File: src/rtl/dijkstra_pkg.sv
// Shared types and constants for the shortest-path engine blocks.
// Latency: n/a (declarations only).
// Backpressure: n/a.
package dijkstra_pkg;

    // Default widths used by blocks that are not explicitly parameterised.
    localparam int DEFAULT_MAX_NODES   = 64;
    localparam int DEFAULT_INDEX_WIDTH = 8;
    localparam int DEFAULT_MADDR_WIDTH = 16;
    localparam int DEFAULT_MDATA_WIDTH = 32;

    // Predecessor sentinel: all ones at the index width ("no predecessor").
    localparam logic [DEFAULT_INDEX_WIDTH-1:0] NO_PREVIOUS_NODE = '1;

    typedef enum logic [2:0] {
        IDLE       = 3'd0,
        WRITE_NODE = 3'd1,
        STEP       = 3'd2,
        WRITE_LEN  = 3'd3,
        DONE       = 3'd4
    } path_writer_state_t;

endpackage

File: src/rtl/path_writer.sv
// Walks the predecessor table from destination to source, writing each node then the path length.
// Latency: 2L cycles of FSM activity for an L-node path; done is high in cycle 2L+1 after start.
// Backpressure: write request (enable/addr/data) is registered and held until mem_write_ready is seen high.
module path_writer
    import dijkstra_pkg::*;
#(
    parameter int MAX_NODES   = DEFAULT_MAX_NODES,
    parameter int INDEX_WIDTH = DEFAULT_INDEX_WIDTH,
    parameter int MADDR_WIDTH = DEFAULT_MADDR_WIDTH,
    parameter int MDATA_WIDTH = DEFAULT_MDATA_WIDTH
) (
    input  logic                   clock,
    input  logic                   reset,
    input  logic                   start,
    input  logic [INDEX_WIDTH-1:0] source,
    input  logic [INDEX_WIDTH-1:0] destination,
    input  logic [INDEX_WIDTH-1:0] number_of_nodes,
    input  logic [MADDR_WIDTH-1:0] out_base_address,
    output logic [INDEX_WIDTH-1:0] prev_index,
    input  logic [INDEX_WIDTH-1:0] prev_value,
    output logic                   mem_write_enable,
    output logic [MADDR_WIDTH-1:0] mem_addr,
    output logic [MDATA_WIDTH-1:0] mem_write_data,
    input  logic                   mem_write_ready,
    output logic                   done,
    output logic                   no_path
);

    // Elaboration-time sanity checks on the parameter set.
    if (MDATA_WIDTH < INDEX_WIDTH) begin : g_bad_data_width
        $error("path_writer: MDATA_WIDTH must be >= INDEX_WIDTH");
    end
    if (MAX_NODES > (1 << INDEX_WIDTH)) begin : g_bad_max_nodes
        $error("path_writer: MAX_NODES does not fit the index space");
    end

    localparam logic [INDEX_WIDTH-1:0] NO_PREV = {INDEX_WIDTH{1'b1}};

    // One extra bit so a path of the full table depth does not overflow.
    path_writer_state_t     state, state_nxt;
    logic [INDEX_WIDTH-1:0] cur, cur_nxt;
    logic [INDEX_WIDTH:0]   count, count_nxt;
    logic [INDEX_WIDTH-1:0] src_q, src_nxt;
    logic [INDEX_WIDTH-1:0] nn_q, nn_nxt;
    logic [MADDR_WIDTH-1:0] base_q, base_nxt;
    logic                   done_nxt, no_path_nxt;
    logic                   we_nxt;
    logic [MADDR_WIDTH-1:0] addr_nxt;
    logic [MDATA_WIDTH-1:0] data_nxt;

    assign prev_index = cur;

    // Next-state, datapath and next memory-request computation.
    always_comb begin
        state_nxt   = state;
        cur_nxt     = cur;
        count_nxt   = count;
        src_nxt     = src_q;
        nn_nxt      = nn_q;
        base_nxt    = base_q;
        done_nxt    = done;
        no_path_nxt = no_path;

        case (state)
            IDLE, DONE: begin
                if (start) begin
                    src_nxt     = source;
                    nn_nxt      = number_of_nodes;
                    base_nxt    = out_base_address;
                    cur_nxt     = destination;
                    count_nxt   = '0;
                    no_path_nxt = 1'b0;
                    done_nxt    = 1'b0;
                    state_nxt   = WRITE_NODE;
                end
            end
            WRITE_NODE: begin
                if (mem_write_ready) begin
                    count_nxt = count + 1'b1;
                    state_nxt = (cur == src_q) ? WRITE_LEN : STEP;
                end
            end
            STEP: begin
                // Missing predecessor or too many hops (cyclic table) both end the walk.
                if ((prev_value == NO_PREV) || (count >= {1'b0, nn_q})) begin
                    no_path_nxt = 1'b1;
                    state_nxt   = WRITE_LEN;
                end else begin
                    cur_nxt   = prev_value;
                    state_nxt = WRITE_NODE;
                end
            end
            WRITE_LEN: begin
                if (mem_write_ready) begin
                    done_nxt  = 1'b1;
                    state_nxt = DONE;
                end
            end
            default: state_nxt = IDLE;
        endcase

        // The request is derived from the next state so that it is registered,
        // keeping mem_write_ready off any combinational path to the outputs.
        we_nxt   = 1'b0;
        addr_nxt = mem_addr;
        data_nxt = mem_write_data;
        case (state_nxt)
            WRITE_NODE: begin
                we_nxt   = 1'b1;
                addr_nxt = base_nxt + MADDR_WIDTH'(1) + MADDR_WIDTH'(count_nxt);
                data_nxt = MDATA_WIDTH'(cur_nxt);
            end
            WRITE_LEN: begin
                we_nxt   = 1'b1;
                addr_nxt = base_nxt;
                data_nxt = no_path_nxt ? '0 : MDATA_WIDTH'(count_nxt);
            end
            default: ;
        endcase
    end

    // State and output registers with synchronous reset.
    always_ff @(posedge clock) begin
        if (reset) begin
            state            <= IDLE;
            cur              <= '0;
            count            <= '0;
            src_q            <= '0;
            nn_q             <= '0;
            base_q           <= '0;
            done             <= 1'b0;
            no_path          <= 1'b0;
            mem_write_enable <= 1'b0;
            mem_addr         <= '0;
            mem_write_data   <= '0;
        end else begin
            state            <= state_nxt;
            cur              <= cur_nxt;
            count            <= count_nxt;
            src_q            <= src_nxt;
            nn_q             <= nn_nxt;
            base_q           <= base_nxt;
            done             <= done_nxt;
            no_path          <= no_path_nxt;
            mem_write_enable <= we_nxt;
            mem_addr         <= addr_nxt;
            mem_write_data   <= data_nxt;
        end
    end

endmodule

File: config.mk
export PLATFORM = sky130hd
export DESIGN_NAME = path_writer
export DESIGN_NICKNAME = d
export VERILOG_FILES = /design/src/rtl/dijkstra_pkg.sv /design/src/rtl/path_writer.sv
export SDC_FILE = /design/constraint.sdc
export NUM_CORES = 1
export LEC_CHECK = 0
export ABC_AREA = 0
export CAP_MARGIN = 10
export CORE_MARGIN = 3
export CORE_UTILIZATION = 51
export CTS_BUF_LIST = sky130_fd_sc_hd__clkbuf_4 sky130_fd_sc_hd__clkbuf_8
export DETAILED_ROUTE_END_ITERATION = 10
export MAX_ROUTING_LAYER = met4
export PLACE_DENSITY_LB_ADDON = 0.05
export SYNTH_ARGS = -nofsm -noshare
export SYNTH_HDL_FRONTEND = slang
export SYNTH_SLANG_ARGS = --single-unit
File: constraint.sdc
create_clock -name clock -period 4.9 [get_ports clock]
set_clock_uncertainty 0.1 [all_clocks]
set_input_delay 0.98 -clock clock [delete_from_list [all_inputs] [get_ports clock]]
set_output_delay 0.98 -clock clock [all_outputs]
set_load 0.02 [all_outputs]
==> run_1/floorplan.png <==
Scale bar: 20 µm. Pins as bars on the die edge. Tap cells in grey.
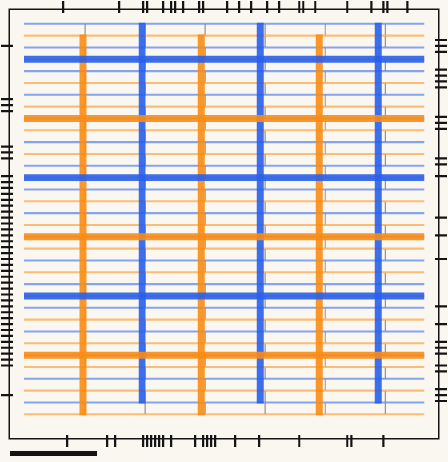
[orange] VSS
[blue] VDD
met1 rails: 34
met5 straps: 6

==> run_1/congestion_map.png <==
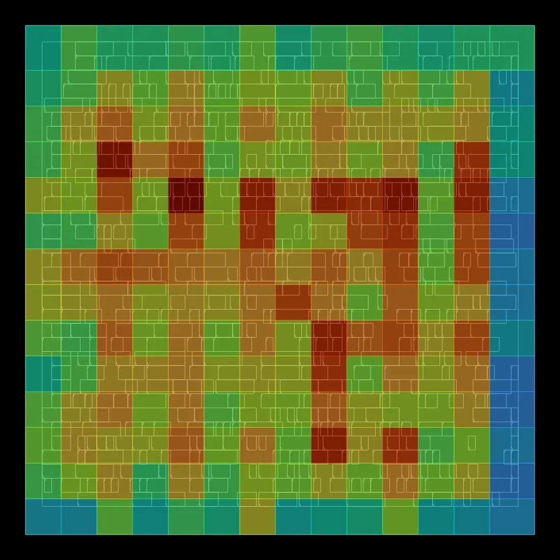
Final Util: 0.6488
global-route met2 utilization: 0.3630
global routing usage on met1: 0.3341
Avg WL per Cell: 15.41 µm
most used routing layer in global routing: met2

==> impl_metrics.ini, run 1 <==
; yosys + openroad results
[final_timing]
setup_viol = 0
finalHoldViolCount = 0
setup_slack_ns = 0.7028
relSlewSlack = 0.4092
holdWs_ns = 0.3556
tightest_slew_ns = 0.8803

[clocking]
clockRootBuffer = clkbuf_8
holdBufCountCts = 0
cts.path.max_buffers = 2
cts.sink_count = 80
tritoncts.num_buffers = 9

[synth]
total_number_of_yosys_warnings = 0
synth-simple-area-share = 0.2384
synth.yosys.num_cells = 533
synth.cellmix.compoundShare = 0.1941

[route]
met3_wirelength_um = 675
drtPass1Iterations = 4
dr.max_layer_used = met4
wirelength_met1_um = 5176

[floorplanning]
tap-cell-count = 105
die_width_um = 98.36
row_count = 33
die_height_um = 98.36

[global_routing]
grt_max_degree = 61
initial_antenna_violation_count = 0
grt_util_met3 = 0.04071
grt.overflow.total = 0

[finish]
drive_gt1_frac = 0.05528
nClkBuffers = 11
final-instance-count-excl-fill = 720
area_share_clock_buf_inv = 0.03013
diodes = 0

[outcome]
outcome = complete, no violations

[critical_path]
cp.required_ns = 5.06
timing_worst_setup_path_type = primary input to flip-flop
critical_path.cell_chain = clkdlybuf4s50_1 > nand2b_1 > a21oi_1 > o21ai_0 > a32oi_1 > buf_4 > inv_1 > ha_1 > nor2b_1 > o2111ai_1 > and3_1 > o21ai_1 > nor3b_1 > nand4_1 > o221ai_1
critical-path-max-stage-delay_ns = 0.54
regToRegStartpoint = state[1]$_SDFF_PP0_

[placed_design]
final_hpwl_dp_um = 8068
dp_worst_setup_slack_ns = 0.4145

[pwr]
largestPowerGroup = sequential cells
p_sw_w = 0.0005265
pwr-share-seq = 0.457
power.share.combinational = 0.280

[worst_hold_path]
min_from = mem_addr[1]$_SDFFE_PP0P_

[flow_run]
max_cap_viol_count = 0
==> run_1/closeup.png <==
Window x 61 to 86, y 12 to 37 µm. Cells in grey, sequential cells in the stronger grey; small squares are vias.
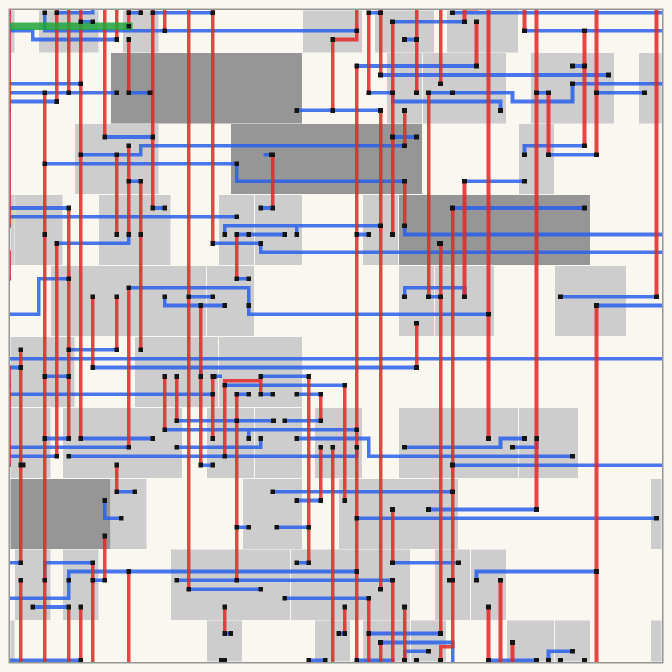
[blue] M1
[red] M2
[green] M3
cells with their middle in the window: 48
netlist names of flops here include: `nn_q` (2)
sequential cells in the window: 4
most frequent: nand2_1 (8), a21oi_1 (5), ha_1 (5)

==> run_1/layers.png <==
Only two layers are drawn.
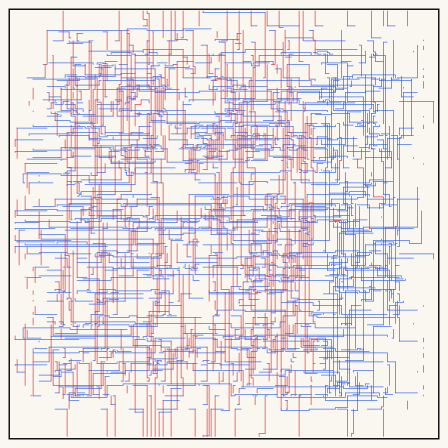
[red] M2 | wire length: 5100 µm
[blue] M1 | wire length: 5180 µm

==> run 2, diff against run 1 <==
--- a/config.mk
+++ b/config.mk
@@ -11,6 +11,7 @@
 export CORE_UTILIZATION = 51
 export CTS_BUF_LIST = sky130_fd_sc_hd__clkbuf_4 sky130_fd_sc_hd__clkbuf_8
 export DETAILED_ROUTE_END_ITERATION = 10
+export HOLD_SLACK_MARGIN = 0.15
 export MAX_ROUTING_LAYER = met4
 export PLACE_DENSITY_LB_ADDON = 0.05
 export SYNTH_ARGS = -nofsm -noshare
==> run_2/layers.png <==
Only two layers are drawn.
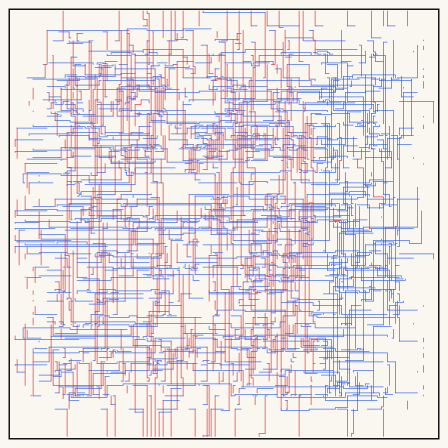
[red] M2 | wire length: 5100 µm
[blue] M1 | wire length: 5180 µm
wire length reported by the detailed router: 11100 µm
overall fraction of global-route tracks in use: 0.2411

==> run 2 against run 1 <==
Die size did not move; routed wire length unchanged; worst hold slack unchanged; via count stayed put; non-clock buffer count stayed put; critical endpoint unchanged.
==> impl_metrics.ini, run 2 <==
; yosys + openroad results
[global_routing]
grt_util_met3 = 0.04071
grt_max_degree = 61
grt.busiest_layer = met2
grt.overflow.total = 0
globalRouteMet2Util = 0.3630

[placed_design]
final_hpwl_dp_um = 8068
dp_worst_setup_slack_ns = 0.4145

[critical_path]
timing_worst_setup_path_type = primary input to flip-flop
regToRegStartpoint = state[1]$_SDFF_PP0_
critical_path.cell_chain = clkdlybuf4s50_1 > nand2b_1 > a21oi_1 > o21ai_0 > a32oi_1 > buf_4 > inv_1 > ha_1 > nor2b_1 > o2111ai_1 > and3_1 > o21ai_1 > nor3b_1 > nand4_1 > o221ai_1
cp.required_ns = 5.06

[floorplanning]
tap-cell-count = 105
die_height_um = 98.36

[finish]
final_core_util = 0.6488
diodes = 0
area_share_clock_buf_inv = 0.03013
drive_gt1_frac = 0.05528

[route]
wirelength_met1_um = 5176
avgRoutedWirePerCell_um = 15.41
drtPass1Iterations = 4
dr.max_layer_used = met4
met3_wirelength_um = 675

[pwr]
largestPowerGroup = sequential cells
power.share.combinational = 0.280
p_sw_w = 0.0005265

[final_timing]
relSlewSlack = 0.4092
setup_slack_ns = 0.7028
setup_viol = 0
tightest_slew_ns = 0.8803
holdWs_ns = 0.3556

[synth]
total_number_of_yosys_warnings = 0
synth.cellmix.compoundShare = 0.1941
synth-simple-area-share = 0.2384

[clocking]
tritoncts.num_buffers = 9
clockRootBuffer = clkbuf_8
cts.path.max_buffers = 2

[worst_hold_path]
min_from = mem_addr[1]$_SDFFE_PP0P_

[outcome]
outcome = complete, no violations

[flow_run]
max_cap_viol_count = 0
==> run_2/m4.png <==
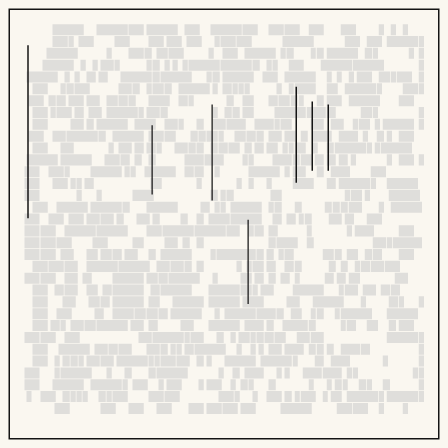

==> run 3, diff against run 2 <==
--- a/config.mk
+++ b/config.mk
@@ -7,8 +7,8 @@
 export LEC_CHECK = 0
 export ABC_AREA = 0
 export CAP_MARGIN = 10
-export CORE_MARGIN = 3
-export CORE_UTILIZATION = 51
+export CORE_MARGIN = 8
+export CORE_UTILIZATION = 55
 export CTS_BUF_LIST = sky130_fd_sc_hd__clkbuf_4 sky130_fd_sc_hd__clkbuf_8
 export DETAILED_ROUTE_END_ITERATION = 10
 export HOLD_SLACK_MARGIN = 0.15
==> constraint.sdc (replaced) <==
create_clock -name clock -period 5.42 [get_ports clock]
set_clock_uncertainty 0.1 [all_clocks]
set_input_delay 1.084 -clock clock [delete_from_list [all_inputs] [get_ports clock]]
set_output_delay 1.084 -clock clock [all_outputs]
set_load 0.02 [all_outputs]
==> run_3/m4.png <==
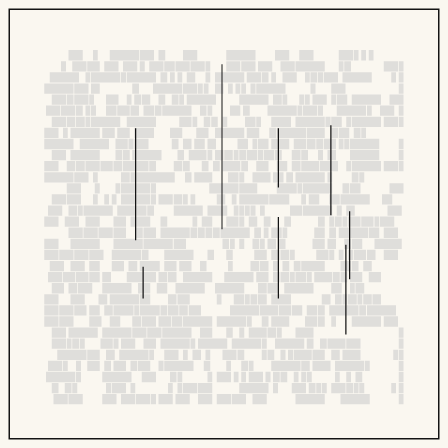
longest straight run: 40.1 µm
wire length on this layer: 169 µm
main direction: vertical
nets with wire on the layer: 5
share of all routed wire: 1.4%
total via count in the routed design: 4001
wire length reported by the detailed router: 11710 µm

==> run 3 against run 2 <==
Non-clock buffer count down 1; largest cell class unchanged; design area grew 0.30%; critical path type unchanged; routed wire length increased by 5.5%; critical path depth fell by 1; count of clock-buffer cells in the layout unchanged.
==> impl_metrics.ini, run 3 <==
; yosys + openroad results
[outcome]
outcome = complete, no violations

[flow_run]
max_cap_viol_count = 0

[finish]
final-instance-count-excl-fill = 715
nClkBuffers = 11
diodes = 0
drive_gt1_frac = 0.05220
area_share_clock_buf_inv = 0.03516
registers_with_the_highest_flip_flop_counts = base_q (16), mem_addr (16)
final_core_util = 0.6991

[clocking]
cts.sink_count = 80
holdBufCountCts = 0
clockRootBuffer = clkbuf_8
cts.path.max_buffers = 2

[global_routing]
use_met1 = 0.2669
initial_antenna_violation_count = 0
gr-usage-all-layers = 0.2190
grt.busiest_layer = met2
grt_max_degree = 61
grt_util_met3 = 0.04975
grt.overflow.total = 0
globalRouteMet2Util = 0.3493

[floorplanning]
die_height_um = 104.9
tap-cell-count = 102
die_width_um = 104.9
row_count = 32
core-area_um2 = 7687

[synth]
total_number_of_yosys_warnings = 0
synth.cellmix.compoundShare = 0.1941
top_cell = dfxtp_1
synth.yosys.num_cells = 533
synthAdderAreaFrac = 0.05637

[route]
wirelength_met1_um = 5197
met3_wirelength_um = 849
drtPass1Iterations = 5
avgRoutedWirePerCell_um = 16.38

[critical_path]
start_kind = primary input
worst_setup_path_end_kind = flip-flop
r2r-end = mem_addr[12]$_SDFFE_PP0P_
regToRegStartpoint = state[1]$_SDFF_PP0_

[pwr]
pwr-share-seq = 0.440
p_sw_w = 0.0004774
power.share.combinational = 0.271
largestPowerGroup = sequential cells

[worst_hold_path]
min_from = mem_addr[3]$_SDFFE_PP0P_
worst_hold_path.endpoint = mem_addr[3]$_SDFFE_PP0P_

[final_timing]
setup_slack_ns = 1.091
holdWs_ns = 0.3529
finalHoldViolCount = 0
setup_viol = 0
tightest_slew_ns = 0.7938
relSlewSlack = 0.4708

[placed_design]
dp_worst_setup_slack_ns = 0.8358
final_hpwl_dp_um = 8729
Power and IR drop assume default switching activity.
